`src/rtl/button_parser.sv`:
```
`default_nettype none
// ============================================================================
// Module      : button_parser
// Description : Push-button conditioning front end. Each raw, asynchronous,
//               bouncing button level is synchronised, debounced against a
//               shared sample tick and edge-detected into a single-cycle
//               press pulse.
//
// Parameters  : WIDTH          - number of independent buttons
//               SAMPLE_CNT_MAX - clocks per sample tick
//               PULSE_CNT_MAX  - consecutive high sample ticks to accept a press
//
// Ports       : clk   in  1      system clock
//               rst   in  1      asynchronous, active-low reset
//               in    in  WIDTH  raw button levels (async to clk, active-high)
//               out   out WIDTH  one-clk pulse per accepted press
//               level out WIDTH  debounced button level
//
// Revision    : 1.0 - initial release
// ============================================================================
module button_parser #(
    parameter int WIDTH          = 4,
    parameter int SAMPLE_CNT_MAX = 25000,
    parameter int PULSE_CNT_MAX  = 150
) (
    input  logic             clk,
    input  logic             rst,
    input  logic [WIDTH-1:0] in,
    output logic [WIDTH-1:0] out,
    output logic [WIDTH-1:0] level
);

    // ------------------------------------------------------------------------
    // Constants
    // ------------------------------------------------------------------------
    // A divide-by-one tick would give a zero-width counter; keep at least one
    // bit so the counter declaration stays legal in that corner case.
    localparam int c_TICK_W = (SAMPLE_CNT_MAX > 1) ? $clog2(SAMPLE_CNT_MAX) : 1;
    localparam int c_CNT_W  = $clog2(PULSE_CNT_MAX + 1);

    localparam logic [c_TICK_W-1:0] c_TICK_LAST = c_TICK_W'(SAMPLE_CNT_MAX - 1);
    localparam logic [c_TICK_W-1:0] c_TICK_ONE  = c_TICK_W'(1);
    localparam logic [c_CNT_W-1:0]  c_CNT_SAT   = c_CNT_W'(PULSE_CNT_MAX);
    localparam logic [c_CNT_W-1:0]  c_CNT_ONE   = c_CNT_W'(1);

    // ------------------------------------------------------------------------
    // Signals
    // ------------------------------------------------------------------------
    logic [WIDTH-1:0]    r_s1;          // first synchroniser stage
    logic [WIDTH-1:0]    r_s2;          // second synchroniser stage (used downstream)
    logic [c_TICK_W-1:0] r_tick_cnt;    // shared sample-tick divider
    logic                w_tick;        // one-cycle sample strobe
    logic [c_CNT_W-1:0]  r_cnt [WIDTH]; // per-button saturating debounce counter
    logic [WIDTH-1:0]    w_level;       // debounced level, decoded from r_cnt
    logic [WIDTH-1:0]    r_level_q;     // previous-cycle debounced level

    // ------------------------------------------------------------------------
    // Two-flop synchroniser. The raw inputs are asynchronous to clk, so only
    // r_s2 may be looked at by any other logic.
    // ------------------------------------------------------------------------
    always_ff @(posedge clk or negedge rst) begin
        if (!rst) begin
            r_s1 <= '0;
            r_s2 <= '0;
        end else begin
            r_s1 <= in;
            r_s2 <= r_s1;
        end
    end

    // ------------------------------------------------------------------------
    // Free-running sample-tick divider, shared by every button. It is not
    // aligned to any press, which is why acceptance latency varies by up to
    // one sample period.
    // ------------------------------------------------------------------------
    assign w_tick = (r_tick_cnt == c_TICK_LAST);

    always_ff @(posedge clk or negedge rst) begin
        if (!rst) begin
            r_tick_cnt <= '0;
        end else if (w_tick) begin
            r_tick_cnt <= '0;
        end else begin
            r_tick_cnt <= r_tick_cnt + c_TICK_ONE;
        end
    end

    // ------------------------------------------------------------------------
    // Debounce counters. A low synchronised sample clears the count on the
    // very next clock, not on the next tick: any dip during counting, however
    // short, forces the full hold time to be re-accumulated. The counter
    // saturates so a long hold never rolls over into a second press.
    // ------------------------------------------------------------------------
    always_ff @(posedge clk or negedge rst) begin
        if (!rst) begin
            r_cnt <= '{default: '0};
        end else begin
            for (int i = 0; i < WIDTH; i++) begin
                if (!r_s2[i]) begin
                    r_cnt[i] <= '0;
                end else if (w_tick && (r_cnt[i] < c_CNT_SAT)) begin
                    r_cnt[i] <= r_cnt[i] + c_CNT_ONE;
                end
            end
        end
    end

    // ------------------------------------------------------------------------
    // Debounced level is a pure decode of the counter register, so it drops
    // asynchronously together with the counters when reset is applied.
    // ------------------------------------------------------------------------
    generate
        for (genvar gi = 0; gi < WIDTH; gi++) begin : g_level
            assign w_level[gi] = (r_cnt[gi] == c_CNT_SAT);
        end
    endgenerate

    // ------------------------------------------------------------------------
    // Rising-edge detect on the debounced level: one pulse per accepted press,
    // none on release, none while held.
    // ------------------------------------------------------------------------
    always_ff @(posedge clk or negedge rst) begin
        if (!rst) begin
            r_level_q <= '0;
        end else begin
            r_level_q <= w_level;
        end
    end

    assign level = w_level;
    assign out   = w_level & ~r_level_q;

endmodule
`default_nettype wire

```
`config.mk`:
```
export PLATFORM = sky130hd
export DESIGN_NAME = button_parser
export DESIGN_NICKNAME = d
export VERILOG_FILES = /design/src/rtl/button_parser.sv
export SDC_FILE = /design/constraint.sdc
export NUM_CORES = 1
export LEC_CHECK = 0
export ABC_AREA = 1
export CORE_ASPECT_RATIO = 0.9
export CORE_MARGIN = 3
export CORE_UTILIZATION = 25
export DETAILED_ROUTE_END_ITERATION = 10
export PLACE_DENSITY = 0.38
export SETUP_SLACK_MARGIN = 0.5
export SLEW_MARGIN = 10
export SYNTH_ARGS = -nofsm -noshare
export SYNTH_HDL_FRONTEND = slang
export SYNTH_SLANG_ARGS = --single-unit
```
`constraint.sdc`:
```
create_clock -name clk -period 2.45 [get_ports clk]
set_input_delay 0.49 -clock clk [delete_from_list [all_inputs] [get_ports clk]]
set_output_delay 0.49 -clock clk [all_outputs]
set_load 0.02 [all_outputs]
```
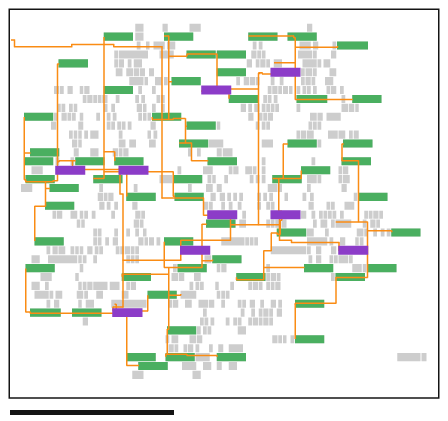
Run 1: clock wires, drivers and flops
Bar = 50 um.
legend:
  clock wires:
    color: orange
    length: 1060 um
  flip-flops:
    color: green
    count: 59
  clock-net drivers:
    color: purple
    count: 9
flops lie: widely spread
routed clock nets: 10

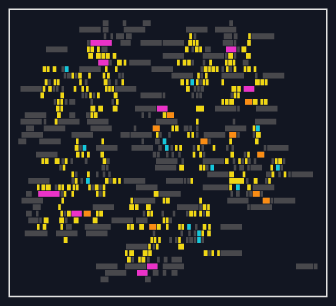
Run 1: selected gate families
legend:
  aoi and oai cells:
    color: cyan
    cells: 13
    most_used: o21ai_0
  nand cells:
    color: yellow
    cells: 234
    most_used: nand2_1
  xor and xnor cells:
    color: orange
    cells: 10
    most_used: xor2_1
  fa/ha/maj cells:
    color: magenta
    cells: 9
    most_used: ha_1
Non-Filler Instances: 691
Commonest Layout Cell: nand2_1

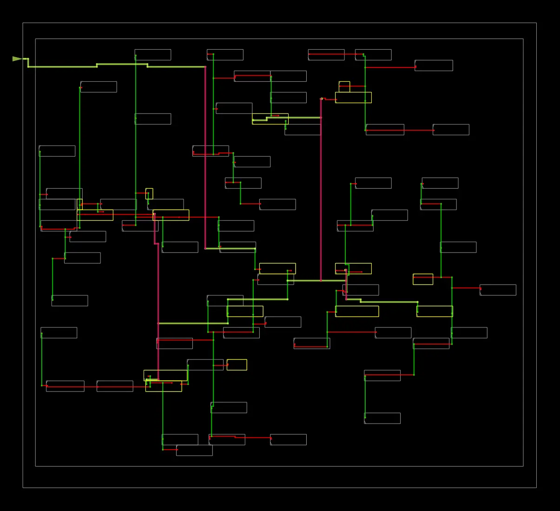
Run 1: clock wiring as the flow saved it
clock sink count: 59
Clock Power: 1380 uW
seq_cells: 59

==> metrics.cfg, run 1 <==
[power]
powerDensity_nw_per_um2 = 569
p_leak_uw = 0.00226

[global_route]
grt_first_pass_wirelength_um = 13800
grt_use_total_pct = 11.3
met3_usage_pct = 3.39
grt_max_degree = 60
grt_use_met2_pct = 17.0
gr-max-usage-layer = met2
grt_util_met1_pct = 15.2
antenna_found_initial = 0
first_global_vias = 2935

[final_timing]
hold_viol = 0
timing.setup.tns_ns = 0
fin_crit_ns = 1.93
fin_hold_ws_ns = 0.164
setup_violations = 0
finalClockPeriodUsage_pct = 78.6
skew_ns = 0.00530
tightest_slew_ns = 0.512
maxSlewViolCount = 0
slew_headroom_pct = 65.9
rsz0062_at_grt = yes
fmax_ghz = 0.519

[flow_run]
log.warning_count = 32
maxCapViolations = 0

[clocking]
ctsResizeCount = 44
clock_latency_ns = 0.33
cts_buffers = 9
h-tree-depth = 3
max-clock-path-buffers = 2
clk_pin_slew_worst_paths_ns = 0.05
cts_tree = done

[critical_path]
cpMaxStageDelayCell = dfrtp_2
reg2reg_depth = 8
crit_end = out[2]
cp.depth = 5
crit_type = reg2out
ff2ff_setup_slack_ns = 0.71
path_cells = inv_2 -> ha_1 -> inv_1 -> nor4_2 -> buf_2
cp-startpoint = r_cnt[8]$_DFFE_PN0P_
path_max_fanout = 3
critPathCaptureType = output port
crit_required_ns = 1.96
start_kind = flip-flop
rr_startpoint = r_tick_cnt[0]$_DFF_PN0_
cp_num_buf_inv = 3

[cells_and_area]
drive_gt1_share_pct = 13.6
comb_area_um2 = 1720
nets = 533
buf_share_pct = 4.31
comb-cell-share_pct = 40.6
clockBufferCount = 12
largest_class = logic gates
n_antenna_cell = 0
clock_cell_area_share_pct = 7.76
n_all_inverters = 84
nFillCells = 1484

[placement]
portBuffers = 13
gp_congestion = 0.752

[synth]
yosysCellCount = 495
yosys_area_um2 = 3500
floorplan.nets = 510
synthCells = 495
yosysSeqAreaShare_pct = 42.1
ys_ff = 59
synth.cell_area_um2 = 3500

[route]
wl_met3_um = 186
drt_pass1_iterations = 6
post-route-drc-count = 0
highest_layer = met4
met1_length_um = 4170
drtIter0Drc = 146
met2_wirelength_um = 3680
drt_wl_total_um = 8180
vias = 3027
via_per_inst = 4.38

[hold_path]
worstHoldPathType = in2async

[die]
die_w_um = 131
ios = 14
tapCellCount = 168
core_um2 = 13500
fp-row-count = 40
initCoreUtil_pct = 25.9

[outcome]
status = completed

## run 1: worst min-delay path by stage
stage	endpoint	startpoint	slack (ns)
4_1_cts	r_level_q[3]$_DFF_PN0_	rst	0.18
3_5_place_dp	r_s2[2]$_DFF_PN0_	r_s1[2]$_DFF_PN0_	0.33
3_3_place_gp	r_s2[0]$_DFF_PN0_	r_s1[0]$_DFF_PN0_	0.33
6_report	r_tick_cnt[11]$_DFF_PN0_	rst	0.16
5_1_grt	r_tick_cnt[11]$_DFF_PN0_	rst	0.19
2_1_floorplan	r_cnt[0]$_DFFE_PN0P_	rst	0.19
## run 1: synth_stat cells
library cell	count	area share [%]
nand2_2	5	0.89
clkinv_1	1	0.11
nor2_1	54	5.8
o21ai_0	7	1.0
nand2_1	137	15
nand4_1	23	4.1
xor2_1	10	2.5
nand3_1	66	9.4
nand3_2	1	0.29
inv_2	6	0.64
nor3_1	11	1.6
nor4_1	4	0.71
nor2_2	4	0.71
o21ai_1	1	0.14
buf_6	2	0.64
a21oi_1	5	0.71
dfrtp_1	59	42
nand3_4	1	0.50
clkbuf_1	5	0.54
buf_1	2	0.21
ha_1	9	3.2
inv_1	77	8.3
nand3b_1	1	0.21
nor2_8	1	0.57
buf_2	3	0.43
## run 1: per-stage QoR
stage               setup WS, ns  utilization (%)  instances  total power, uW  instance area (um2)
floorplan                  0.545                -        495             1010                 3500
global placement           0.333             28.1        665             1050                 3790
detailed placement         0.296             28.1        665             1050                 3790
CTS                        0.474             30.5        685             2480                 4120
global route               0.395             31.4        691             2520                 4240
finish                     0.525             31.4        691             2410                 4240
## run 1: cell families (layout without fill, tap and decap cells)
kind of cell,after synthesis,count (layout),synth area share (%)
buffers and inverters,96,123,10.8
adder cells (fa/ha/maj),9,9,3.21
AND-OR/OR-AND,13,13,1.86
flip-flops,59,59,42.1
XOR/XNOR,10,10,2.50
AND/OR/NAND/NOR,308,309,39.5
## run 1: where the power goes
part	internal [uW]	leakage [uW]	switching, uW
clock	943	0.000159	441
combinational	10.0	0.00132	21.9
sequential	982	0.000787	16.1
## run 1: layout by cell type (no fill, tap or decap), drive strengths merged, types with 4 or more instances in the layout
| master | synthesis | routed |
|---|---|---|
| nand3 | 68 | 68 |
| nor2 | 59 | 60 |
| nand4 | 23 | 23 |
| nand2 | 142 | 142 |
| o21ai | 8 | 8 |
| a21oi | 5 | 5 |
| nor4 | 4 | 4 |
| clkbuf | 5 | 12 |
| clkdlybuf4s50 | 0 | 4 |
| ha | 9 | 9 |
| inv | 83 | 83 |
| buf | 7 | 19 |
| dfrtp | 59 | 59 |
| nor3 | 11 | 11 |
| xor2 | 10 | 10 |
## run 1: worst reg2reg max path, cell delays in order, from the launching register on
cell     delay [ns]
dfrtp_1        0.36
ha_1           0.21
nand2_1        0.11
nor2_1         0.15
nand2_2        0.16
nor2_8         0.27
nand2_2        0.19
nand3_1        0.11
nand2_1        0.07
## run 1: sequential cells by signal, summed over array words and instances, names as in the netlist
| signal | flops |
|---|---|
| r_cnt | 32 |
| r_s2 | 4 |
| r_tick_cnt | 15 |
| r_level_q | 4 |
| r_s1 | 4 |
--- run 2 (diff from run 1) ---
Settings changed: PLACE_DENSITY 0.38 to 0.39.
Clock period 2.45 ns to 1.7 ns, I/O delays scaled along.
==> run 2 against run 1 <==
  * The run now ends with negative setup slack left
  * Final cell count grew 11%
  * Register-to-register slack got worse by 0.50 ns
  * Clock power rose by 33%
  * Largest cell class unchanged
  * Clock skew hardly changed
  * Power is 38% higher
  * Synthesized cell count is the same
  * Sequential cell count unchanged
  * Critical path depth is 1 lower
  * Combinational power is 67% higher
  * Count of clock-buffer cells in the layout is the same
==> metrics.cfg, run 2 <==
[route]
drtIter0Drc = 138
drt_wl_total_um = 9090
drt_pass1_iterations = 4
post-route-drc-count = 0

[final_timing]
hold_viol = 0
fin_crit_ns = 1.71
rsz0062_at_grt = yes
slew_headroom_pct = 53.1
timing.setup.tns_ns = -0.0120
fmax_ghz = 0.586
setup_violations = 3
tightest_slew_ns = 0.704
setup_ws_ns = -0.00624
maxSlewViolCount = 0

[synth]
top_cell = nand2_1
synthCells = 495
netlist.area_leader.share_pct = 42.1
top_cells_by_count = 137 x nand2_1, 77 x inv_1, 66 x nand3_1
synth.cell_area_um2 = 3500
yosysSeqAreaShare_pct = 42.1
async_flop_share_pct = 100
ys.flop_type = dfrtp_1
top_area_cell = dfrtp_1
floorplan.nets = 510
yosys_area_um2 = 3500
ys_ff = 59
yosysCellCount = 495

[placement]
gp_congestion = 0.797
portBuffers = 13
placed_area_um2 = 4500

[critical_path]
crit_type = reg2out
crit_required_ns = 1.36
critPathCaptureType = output port
cp-startpoint = r_cnt[30]$_DFFE_PN0P_
ff2ff_setup_slack_ns = 0.21
rr_startpoint = r_tick_cnt[0]$_DFF_PN0_
start_kind = flip-flop

[die]
die_w_um = 131
initCoreUtil_pct = 25.9
die_h_um = 118
ios = 14
core_um2 = 13500

[cells_and_area]
fin_util_pct = 40.8
layout.cells.most_common = nand2_1
drive_gt1_share_pct = 40.2
top_register = r_cnt
n_antenna_cell = 0
final_cell_mix = 122 x nand2_1, 71 x buf_4, 57 x inv_1, 55 x dfrtp_1, 38 x nor2_1
reg_top3 = r_cnt: 32 flops, r_tick_cnt: 15 flops
nets = 609

[clocking]
cts_sinks = 59
clock_latency_ns = 0.33
clk_pin_slew_worst_paths_ns = 0.06
h-tree-depth = 3
max-clock-path-buffers = 2
cts_tree = done

[global_route]
antenna_found_initial = 0
grt_first_pass_wirelength_um = 16200
first_global_vias = 3448
grt_max_degree = 30

[hold_path]
hold_start = r_s1[0]$_DFF_PN0_
worstHoldPathType = reg2reg

[power]
power_uw = 3320
p_leak_uw = 0.00278
powerDensity_nw_per_um2 = 603

[outcome]
violations = negative setup slack
status = finished, violations left

[flow_run]
maxCapViolations = 0
log.warning_count = 33

run 2: final cells by class:
cell class / count / area (um2)
multi-input cells: 341 / 2320
clock buffers: 12 / 246
flip-flops and latches: 59 / 1480
repair buffers: 99 / 866
inverters: 84 / 334
fillers: 1374 / 8000
clock inverters: 4 / 50.0
well taps: 168 / 210
run 2: timing repair:
| item | CTS | global route |
|---|---|---|
| gates cloned | 1 | 0 |
| pin swaps | 34 | 25 |
| gates resized | 131 | 35 |
| endpoints found under the hold margin | 8 | 0 |
| hold buffers | 1 | 0 |
| endpoints found under the setup margin | 53 | 61 |
| buffers inserted | 19 | 9 |
run 2: worst max path at each step:
stage                         to  slack (ns)  depth (start not counted)
after floorplan           out[2]        0.31                          4
after global placement    out[0]       -0.15                          4
after detailed placement  out[0]       -0.16                          4
final                     out[0]      -0.006                          4
after global routing      out[1]       -0.09                          5
after CTS                 out[0]       -0.04                          4
run 2: cell families (layout without fill, tap and decap cells):
group | count (synthesis) | count (layout) | synth area share [%]
AND/OR/NAND/NOR | 308 | 309 | 39.5
adder cells (fa/ha/maj) | 9 | 9 | 3.21
AND-OR/OR-AND | 13 | 13 | 1.86
XOR/XNOR | 10 | 10 | 2.50
buffers and inverters | 96 | 199 | 10.8
flip-flops | 59 | 59 | 42.1
run 2: routing by layer:
layer | track usage [%] | share of wire (%)
met1 | 16.9 | 48
met2 | 20.5 | 48
met3 | 3.57 | 2.8
met4 | 4.05 | 1.4
met5 | 0 | 0
run 2: metrics by stage:
stage	hold slack, ns	instances	worst slack (ns)
finish	0.349	767	-0.00624
detailed placement	0.232	721	-0.158
CTS	0.352	758	-0.0417
global route	0.358	767	-0.0927
global placement	0.230	721	-0.152
floorplan	0.0444	495	0.305
run 2: critical path: cells and delay by family, from the launching register on:
kind | cells | cell delay (ns)
and+or+nand+nor | 3 | 0.46
DFF | 1 | 0.38
buffers and inverters | 1 | 0.18
run 2: power by group:
group	internal, uW	switching (uW)
logic	19.6	33.8
clock network	1170	656
registers	1410	29.0
total	2610	718
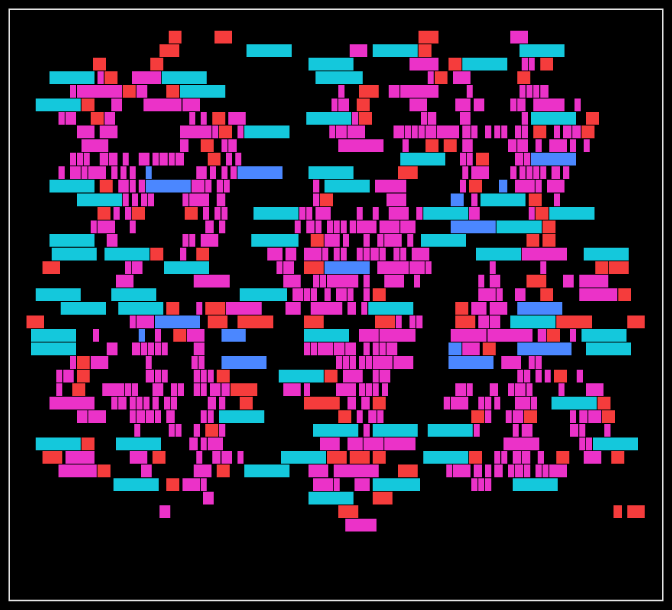
Run 2: cells colored by class
legend:
  remaining buffers and delay cells:
    color: red
    cells: 99
    share_of_their_area: 16%
  clock drivers and dummy loads:
    color: blue
    cells: 16
    share_of_their_area: 5.6%
  registers:
    color: cyan
    cells: 59
    share_of_their_area: 28%
  remaining logic cells:
    color: magenta
    cells: 425
    share_of_their_area: 50%

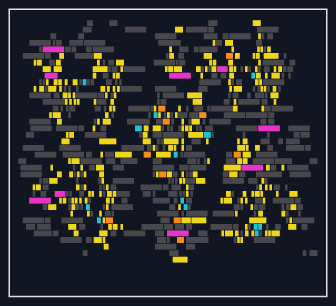
Run 2: selected gate families
legend:
  aoi and oai cells:
    color: cyan
    cells: 13
    most_used: o21ai_0
  nand cells:
    color: yellow
    cells: 235
    most_used: nand2_1
  xor and xnor cells:
    color: orange
    cells: 10
    most_used: xor2_1
    where: center
  fa/ha/maj cells:
    color: magenta
    cells: 9
    most_used: ha_4

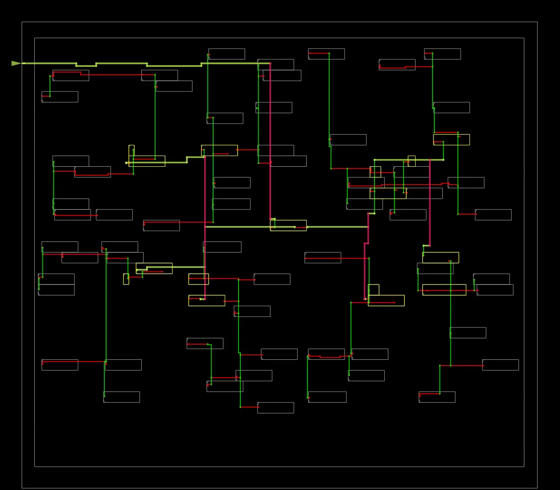
Run 2: clock wiring as the flow saved it
Clock Power: 1830 uW
clock skew: 0.00575 ns
CTS Buf Count: 9
clkbuf count: 12

--- run 3 (diff from run 2) ---
Settings changed: CTS_CLUSTER_SIZE set to 8, PLACE_DENSITY 0.39 to 0.38.
Clock period 1.7 ns to 1.8 ns, I/O delays scaled along.
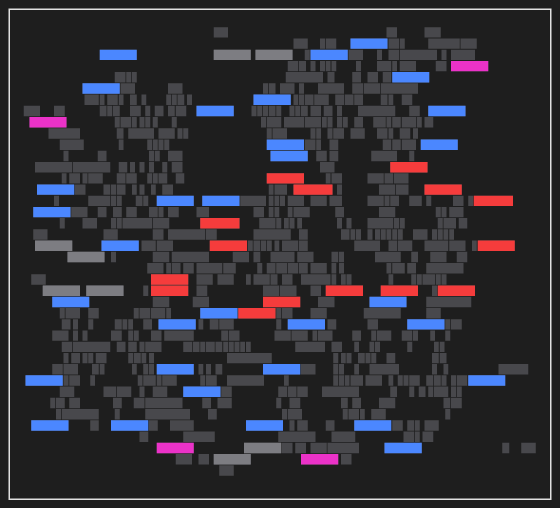
Run 3: sequential cells colored by netlist name
legend:
  r_cnt:
    color: blue
    placed_flops: 32
    where: widely spread
  r_tick_cnt:
    color: red
    placed_flops: 15
  r_level_q:
    color: magenta
    placed_flops: 4
    where: widely spread
Sequential Power: 1360 uW
Final Util: 42.0%

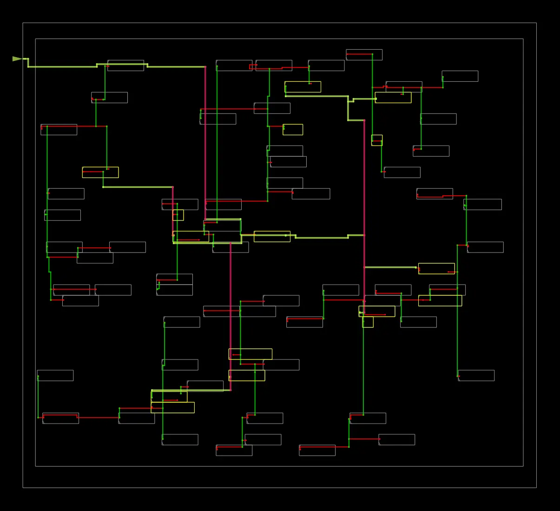
Run 3: clock wiring as the flow saved it
clkbuf count: 10
Clock Power: 2040 uW
clock skew: 0.00673 ns

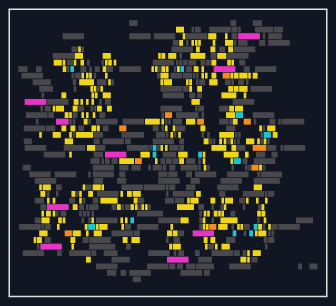
Run 3: selected gate families
legend:
  xor and xnor cells:
    color: orange
    cells: 10
    most_used: xor2_1
  aoi and oai cells:
    color: cyan
    cells: 13
    most_used: o21ai_0
  nand cells:
    color: yellow
    cells: 235
    most_used: nand2_1
  fa/ha/maj cells:
    color: magenta
    cells: 9
    most_used: ha_4

==> run 3 against run 2 <==
  * The flow now finishes without violations
  * Die area unchanged
  * First-iteration DRC count rose by 33%
  * Power up 3.9%
  * Count of clock-buffer cells in the layout is 2 lower
  * Hold slack worse by 0.0068 ns
  * Sequential share of layout area fell by 0.79 points
  * Sequential cell count stayed put
  * Clock power is 11% higher
  * Non-clock buffer count grew 1
  * Via count hardly changed
  * Sequential power down 6%
  * Critical path type unchanged
  * Critical endpoint unchanged
  * Largest power group unchanged
  * Highest routed layer unchanged
==> metrics.cfg, run 3 <==
[global_route]
grt_max_degree = 47
grt_util_met1_pct = 18.1

[final_timing]
setup_ws_ns = 0.0488
fmax_ghz = 0.571
tightest_slew_ns = 0.679
hold_viol = 0
setup_violations = 0
timing.setup.tns_ns = 0
fin_crit_ns = 1.75

[synth]
floorplan.nets = 510
synthCells = 495
netlist.area_leader.share_pct = 42.1
yosysSeqAreaShare_pct = 42.1
yosys-top-cells-area = dfrtp_1 42%, nand2_1 15%, nand3_1 9.4%, inv_1 8.2%, nor2_1 5.8%
ys_ff = 59
ys.flop_type = dfrtp_1
edf_count = 0
synth.cell_area_um2 = 3500

[route]
post-route-drc-count = 0
drtIter0Drc = 183
drt_wl_total_um = 9390
drt_pass1_iterations = 4
vias = 3406

[die]
die_h_um = 118
initCoreUtil_pct = 25.9
fp-row-count = 40

[cells_and_area]
largest_reg_flops = 32
n_antenna_cell = 0
layout.cells.most_common = nand2_1
nets = 611

[clocking]
clock_latency_ns = 0.34
h-tree-depth = 3
max-clock-path-buffers = 2
clk_pin_slew_worst_paths_ns = 0.06

[outcome]
status = completed

[placement]
portBuffers = 13
placed_cells_incl_taps = 713
gp_congestion = 0.796

[critical_path]
cpMaxStageDelayCell = dfrtp_1
path_cells = inv_2 -> ha_4 -> inv_4 -> nor4_4 -> buf_4

## run 3: worst register-to-register path, cell delays in order, from the launching register on
cell	delay [ns]
dfrtp_1	0.40
ha_4	0.19
nand2_4	0.07
nor2_4	0.11
nand2_4	0.08
buf_6	0.13
nor2_4	0.15
buf_6	0.14
buf_6	0.10
nor2_2	0.03
## run 3: logic make-up (layout without fill, tap and decap cells)
logic type	Yosys count	count (layout)	share of synthesized area (%)
XOR/XNOR	10	10	2.50
buffers and inverters	96	200	10.8
adder cells (fa/ha/maj)	9	9	3.21
AND-OR/OR-AND	13	13	1.86
flip-flops	59	59	42.1
AND/OR/NAND/NOR	308	310	39.5
## run 3: worst paths after layout
kind,to,depth (start not counted),startpoint,slack [ns]
min reg2reg,r_s2[2]$_DFF_PN0_,0,r_s1[2]$_DFF_PN0_,0.34
min in group asynchronous,r_cnt[6]$_DFFE_PN0P_,2,rst,0.48
max in group asynchronous,r_tick_cnt[2]$_DFF_PN0_,3,rst,0.73
max reg2reg,r_tick_cnt[1]$_DFF_PN0_,9,r_tick_cnt[1]$_DFF_PN0_,0.29
max,out[0],5,r_cnt[24]$_DFFE_PN0P_,0.05
min,r_s2[2]$_DFF_PN0_,0,r_s1[2]$_DFF_PN0_,0.34
## run 3: final cells by class
class	instances	area [um2]
fill	1360	7840
multi-input combinational	342	2440
timing repair buffer	100	863
clock buffer	10	239
inverter	84	329
tap	168	210
clock inverter	6	113
sequential	59	1480
## run 3: per-layer routing
metal	vias to the layer above	share of wire (%)
li1	1773	-
met1	1600	50
met2	22	47
met3	11	2.4
met4	0	1.5
met5	-	0
## run 3: repair_timing
item,in CTS,in global routing
pin swaps,30,40
resized,135,85
gates cloned,2,0
hold buffers,1,0
setup buffers,22,15
endpoints found under the hold margin,13,0
setup endpoints to repair,50,52
## run 3: through the flow
stage / util (%) / area [um2]
after floorplan: - / 3680
after global placement: 32.1 / 4330
after detailed placement: 32.1 / 4330
after CTS: 38.6 / 5220
after global routing: 42.0 / 5670
final: 42.0 / 5670
## run 3: report_power, final
group	leakage (uW)	internal (uW)	switching, uW
Combinational	0.00191	17.9	35.5
Sequential	0.000787	1340	24.1
Clock	0.000161	1390	653
Power figures rest on the tool's default switching activity, not on a simulated workload.
